Design alu_issue_ctrl, sky130hd; sources not shown.
**Run 1: the metal 4 layer**

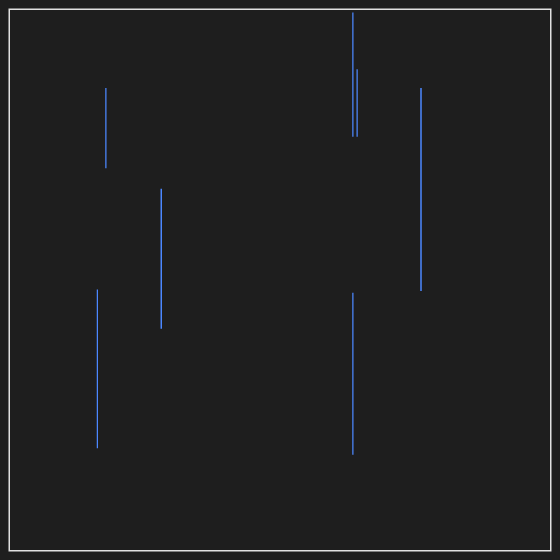
The layer carries 200 um of wire. The layer holds 1.5% of the routed length.
Post-Route WL: 13,000 um
via count: 3,722

**Run 1: M2 wires**

Scale bar: 20 um.
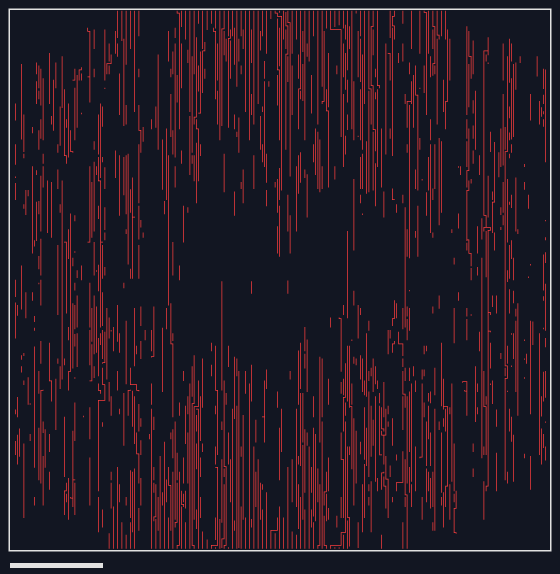
The layer carries 7,040 um of wire. 672 nets have wire on it.
GRT met2 Usage: 34.7%

**Run 1: signal wires on met3**

Scale bar: 20 um.
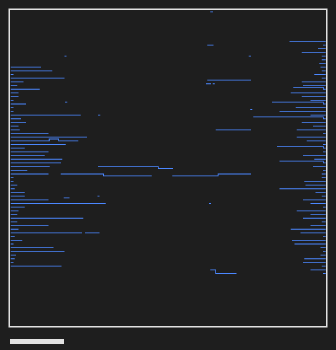
The layer carries 1,080 um of wire. The wires run mostly horizontal.
M3 GR Usage: 6.90%

**Run 1: metal 1**

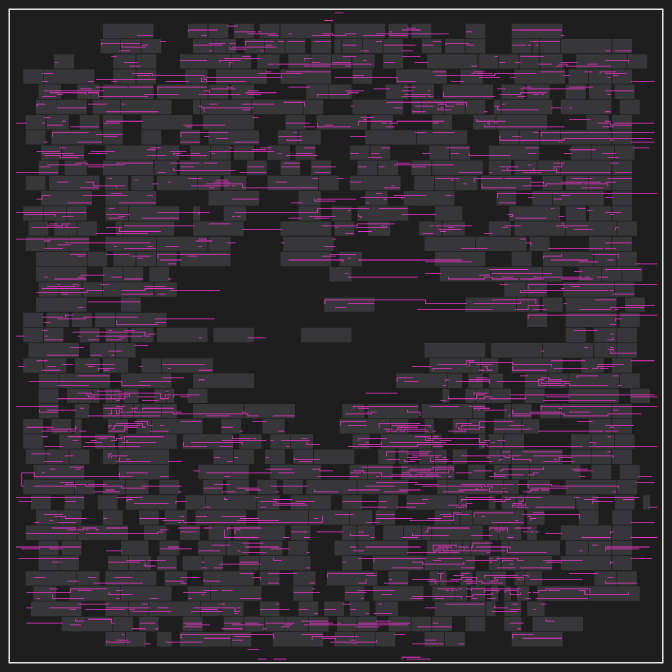
The wires run mostly horizontal. The longest straight run is 28.5 um. The layer holds 36% of the routed length.
grt met1 use: 20.4%

==> GITHUB_STEP_SUMMARY, run 1 <==
### Yosys + OpenROAD results

| Metric | Value |
|---|---|
| Nets | `just over 700` |
| P_sw | `4.12 mW` |
| Mapped Area | `0.00520 mm2` |
| Fill count | `981` |
| Top-Level Pins | `~240` |
| Worst slack, placed | `0.0677 ns` |
| Layout Area Growth over Synthesis | `62.5%` |
| Dominant logic cell type in the layout | `clkdlybuf4s50_1` |
| Worst setup SP type | `flop` |
| Buffering overhead | `30.1%` |
| Crit path DRT | `between 1.5 and 2 ns` |
| Chip Area, Yosys | `0.00520 mm2` |
| Crit path DAT | `1.45 ns` |
| Dominant register cell | `dfrtp_1` |
| Final cell count without fillers | `782` |
| Setup TNS | `0 ns` |
| Endpoints failing setup | `0` |
| MUX area fraction | `24.6%` |
| Row count | `41` |
| Number of detailed-route iterations in the first pass | `4` |
| Routed Antenna Nets | `0` |
| EDFF count, synth | `0` |
| Post-synth seq share | `62.5%` |
| Core Util at FP | `41.6%` |
| Xor/xnor share of the synthesized area | `between 1.5 and 2%` |
| Flip-flops | `130` |
| Clock share of power | `23.2%` |
| Crit-path cells | `clkdlybuf4s50_1` |
| P_leak | `approximately 3.5 nW` |
| Final hold vios | `0` |
| Minimum clock period | `around 1.7 ns` |
| Port Buffers | `237` |
| Total CTS buffers | `17` |
| Core area | `around 0.013 mm2` |
| Fin. max-slew vios | `0` |
| Top sig layer | `met4` |
| Utilization after layout | `67.5%` |
| Routed wl met2 | `7040 um` |
| Clk pwr | `3.37 mW` |
| Sink Count | `130` |
| Critical setup path kind | `flop to output pin` |
| Placed cell count | `~750` |
| OpenROAD warnings | `29` |
| Post-DP Area | `slightly below 0.008 mm2` |
| CTS tree | `done` |
| CP Max Fanout | `7` |
| Worst VDD drop | `0.913 mV` |
| Die width | `around 120 um` |
| Synth Instances | `342` |
| Height of the chip | `117 um` |
| Sequential share of power | `34.5%` |
| Design area | `between 0.008 and 0.009 mm2` |
| Ys cells | `342` |
| ANT cells | `0` |
| Logic area | `0.00183 mm2` |
| Clock Tree Buf Depth | `2` |
| Async set-reset flop share out of synthesis | `100%` |
| Initial antenna violation count | `0` |
| Synthesized flop and latch total | `about 130` |
| CTS root buffer | `clkbuf_16` |
| Net Sw Frac | `28.4%` |
| Crit path capture type | `output pin` |
| Vias in the first global route | `between 4,000 and 5,000` |
| Post-CTS setup buffer count | `0` |
| Comb pwr | `slightly above 6 mW` |
| Non-clk invs | `5` |
| WP buf/inv | `1` |
| Most frequent cells in the layout | `234 x clkdlybuf4s50_1, 130 x dfrtp_1, 111 x mux2_2` |
| And+or+nand+nor area frac | `4.69%` |
| Unique cell types | `40` |
| Setup WS post-layout | `0.0830 ns` |
| Layout cells sized above 1 | `26.7%` |
| RSZ-0062 raised after global routing | `no` |
| Clock buf count | `28` |
| Largest net degree at the start of global routing | `59` |
| Slowest CP cell | `clkdlybuf4s50_1` |
| Leading power group | `combinational cells` |
| Biggest area cells | `dfrtp_1 63%, mux2_2 24%, ha_1 1.2%, xor2_1 1.2%, buf_2 0.77%` |
| CP Depth | `1` |
| M1 WL | `4640 um` |
| Area leader, netlist | `dfrtp_1` |
| Peak Freq | `582 MHz` |
| Logic pwr share | `42.3%` |
| Total congestion overflow | `0` |
| Area leader share | `between 60% and 70%` |
| GR peak layer | `met2` |
| Latency at later pin | `0.41 ns` |
| H-tree levels | `4` |
| Overall routing resource usage | `19.2%` |
| Adder-cell area share of the yosys netlist | `1.20%` |
| Clk tree area frac | `just under 7%` |
| Sequential Area | `0.00325 mm2` |
| Die area | `0.0136 mm2` |
| Vias/cell | `4.76` |
| Gates resized, CTS repair | `2` |
| Drt drc | `0` |
| Clk pin slew, worst setup/hold paths | `about 0.050 ns` |
| Crit share post-route | `~95%` |
| First-pass GRT wire length | `19,800 um` |
| P per Cell Area | `between 1500 and 2000 mW/mm2` |
| Setup Skew | `0.00571 ns` |
| Status | `complete, no violations` |
| Synth top cell by count | `dfrtp_1` |
| Top cell category | `sequential cells` |
| Warnings, synthesis | `0` |
| Crit path max-delay family | `buffers and inverters` |
| R2R setup slack | `0.18 ns` |
| Non-clock buffers | `around 250` |
| CP max stage delay | `0.58 ns` |
| Max-Cap Viols | `0` |
| Top logic family | `multiplexers` |
| TAP cells | `roughly 170` |
==> run 1 -> run 2 <==
--- a/config.mk
+++ b/config.mk
@@ -5,11 +5,13 @@
 export SDC_FILE = /design/constraint.sdc
 export NUM_CORES = 1
 export LEC_CHECK = 0
+export ABC_CLOCK_PERIOD_IN_PS = 1800
 export CAP_MARGIN = 20
 export CORE_MARGIN = 2
 export CORE_UTILIZATION = 41
 export CTS_CLUSTER_SIZE = 30
 export DETAILED_ROUTE_END_ITERATION = 8
+export GPL_ROUTABILITY_DRIVEN = 0
 export PLACE_DENSITY = 0.78
 export SLEW_MARGIN = 20
 export SYNTH_ARGS = -nofsm -noshare
**Run 2: M2 wires**

Scale bar: 20 um.
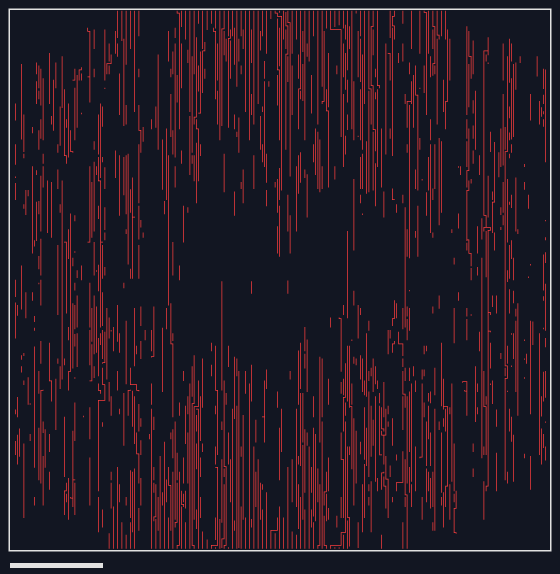
The wires run mostly vertical. The longest straight run is 55.2 um. The layer holds 54% of the routed length.

==> GITHUB_STEP_SUMMARY, run 2 <==
### Yosys + OpenROAD results

| Metric | Value |
|---|---|
| Status | `complete, no violations` |
| GR peak layer | `met2` |
| CP max stage delay | `0.58 ns (about the same)` |
| Total CTS buffers | `17 (unchanged)` |
| Fin. max-slew vios | `0 (unchanged)` |
| Sink Count | `130 (unchanged)` |
| Max-Cap Viols | `0 (unchanged)` |
| TAP cells | `172 (unchanged)` |
| P per Cell Area | `1720 mW/mm2 (unchanged)` |
| Drt drc | `0 (unchanged)` |
| Number of detailed-route iterations in the first pass | `4 (unchanged)` |
| Flip-flops | `130 (unchanged)` |
| First-pass GRT wire length | `19,800 um (unchanged)` |
| Worst VDD drop | `0.913 mV (unchanged)` |
| Biggest area cells | `dfrtp_1 63%, mux2_2 24%, ha_1 1.2%, xor2_1 1.2%, buf_2 0.77%` |
| R2R setup slack | `0.18 ns (about the same)` |
| Chip Area, Yosys | `0.00520 mm2 (unchanged)` |
| Design area | `0.00845 mm2 (unchanged)` |
| Comb pwr | `6.14 mW (about the same)` |
| Height of the chip | `117 um (unchanged)` |
| Async set-reset flop share out of synthesis | `100% (unchanged)` |
| Post-synth seq share | `62.5% (unchanged)` |
| Fill count | `981 (unchanged)` |
| Crit path capture type | `output pin` |
| Worst setup SP type | `flop` |
| CTS tree | `done` |
| Latency at later pin | `0.41 ns (about the same)` |
| Ys cells | `342 (unchanged)` |
| H-tree levels | `4 (unchanged)` |
| Dominant logic cell type in the layout | `clkdlybuf4s50_1` |
| Worst slack, placed | `0.0677 ns (unchanged)` |
| Dominant register cell | `dfrtp_1` |
| Nets | `713 (unchanged)` |
| Post-DP Area | `0.00786 mm2 (unchanged)` |
| Core Util at FP | `41.6% (unchanged)` |
| Logic pwr share | `42.3% (about the same)` |
| Crit share post-route | `95.4% (unchanged)` |
| Synth Instances | `342 (unchanged)` |
| Warnings, synthesis | `0 (unchanged)` |
| ANT cells | `0 (unchanged)` |
| M1 WL | `4640 um (unchanged)` |
| Synthesized flop and latch total | `130 (unchanged)` |
| Grt met1 use | `20.4% (unchanged)` |
| Critical setup path kind | `flop to output pin` |
| Initial antenna violation count | `0 (unchanged)` |
| Top-Level Pins | `241 (unchanged)` |
| Logic area | `0.00183 mm2 (unchanged)` |
| Area leader, netlist | `dfrtp_1` |
| Setup TNS | `0 ns (unchanged)` |
| Routed wl met2 | `7040 um (unchanged)` |
| CP Max Fanout | `7 (unchanged)` |
| M3 GR Usage | `6.90% (unchanged)` |
| Final cell count without fillers | `782 (unchanged)` |
| Die width | `117 um (unchanged)` |
| Total congestion overflow | `0 (unchanged)` |
| Non-clock buffers | `252 (unchanged)` |
| RSZ-0062 raised after global routing | `no` |
| P_sw | `4.12 mW (unchanged)` |
| CTS root buffer | `clkbuf_16` |
| Post-CTS setup buffer count | `0 (unchanged)` |
| Minimum clock period | `1.72 ns (unchanged)` |
| CP Depth | `1 (unchanged)` |
| Sequential Area | `0.00325 mm2 (unchanged)` |
| Layout cells sized above 1 | `26.7% (unchanged)` |
| Mapped Area | `0.00520 mm2 (unchanged)` |
| Clock Tree Buf Depth | `2 (unchanged)` |
| Non-clk invs | `5 (unchanged)` |
| Crit-path cells | `clkdlybuf4s50_1` |
| Vias/cell | `4.76 (unchanged)` |
| Crit path DRT | `1.53 ns (about the same)` |
| Top sig layer | `met4` |
| GRT met2 Usage | `34.7% (unchanged)` |
| Top logic family | `multiplexers` |
| Peak Freq | `582 MHz (unchanged)` |
| Adder-cell area share of the yosys netlist | `1.20% (unchanged)` |
| Largest net degree at the start of global routing | `59 (unchanged)` |
| Crit path max-delay family | `buffers and inverters` |
| Port Buffers | `237 (unchanged)` |
| Core area | `0.0125 mm2 (unchanged)` |
| Via count | `3,722 (unchanged)` |
Power and IR drop assume default switching activity.
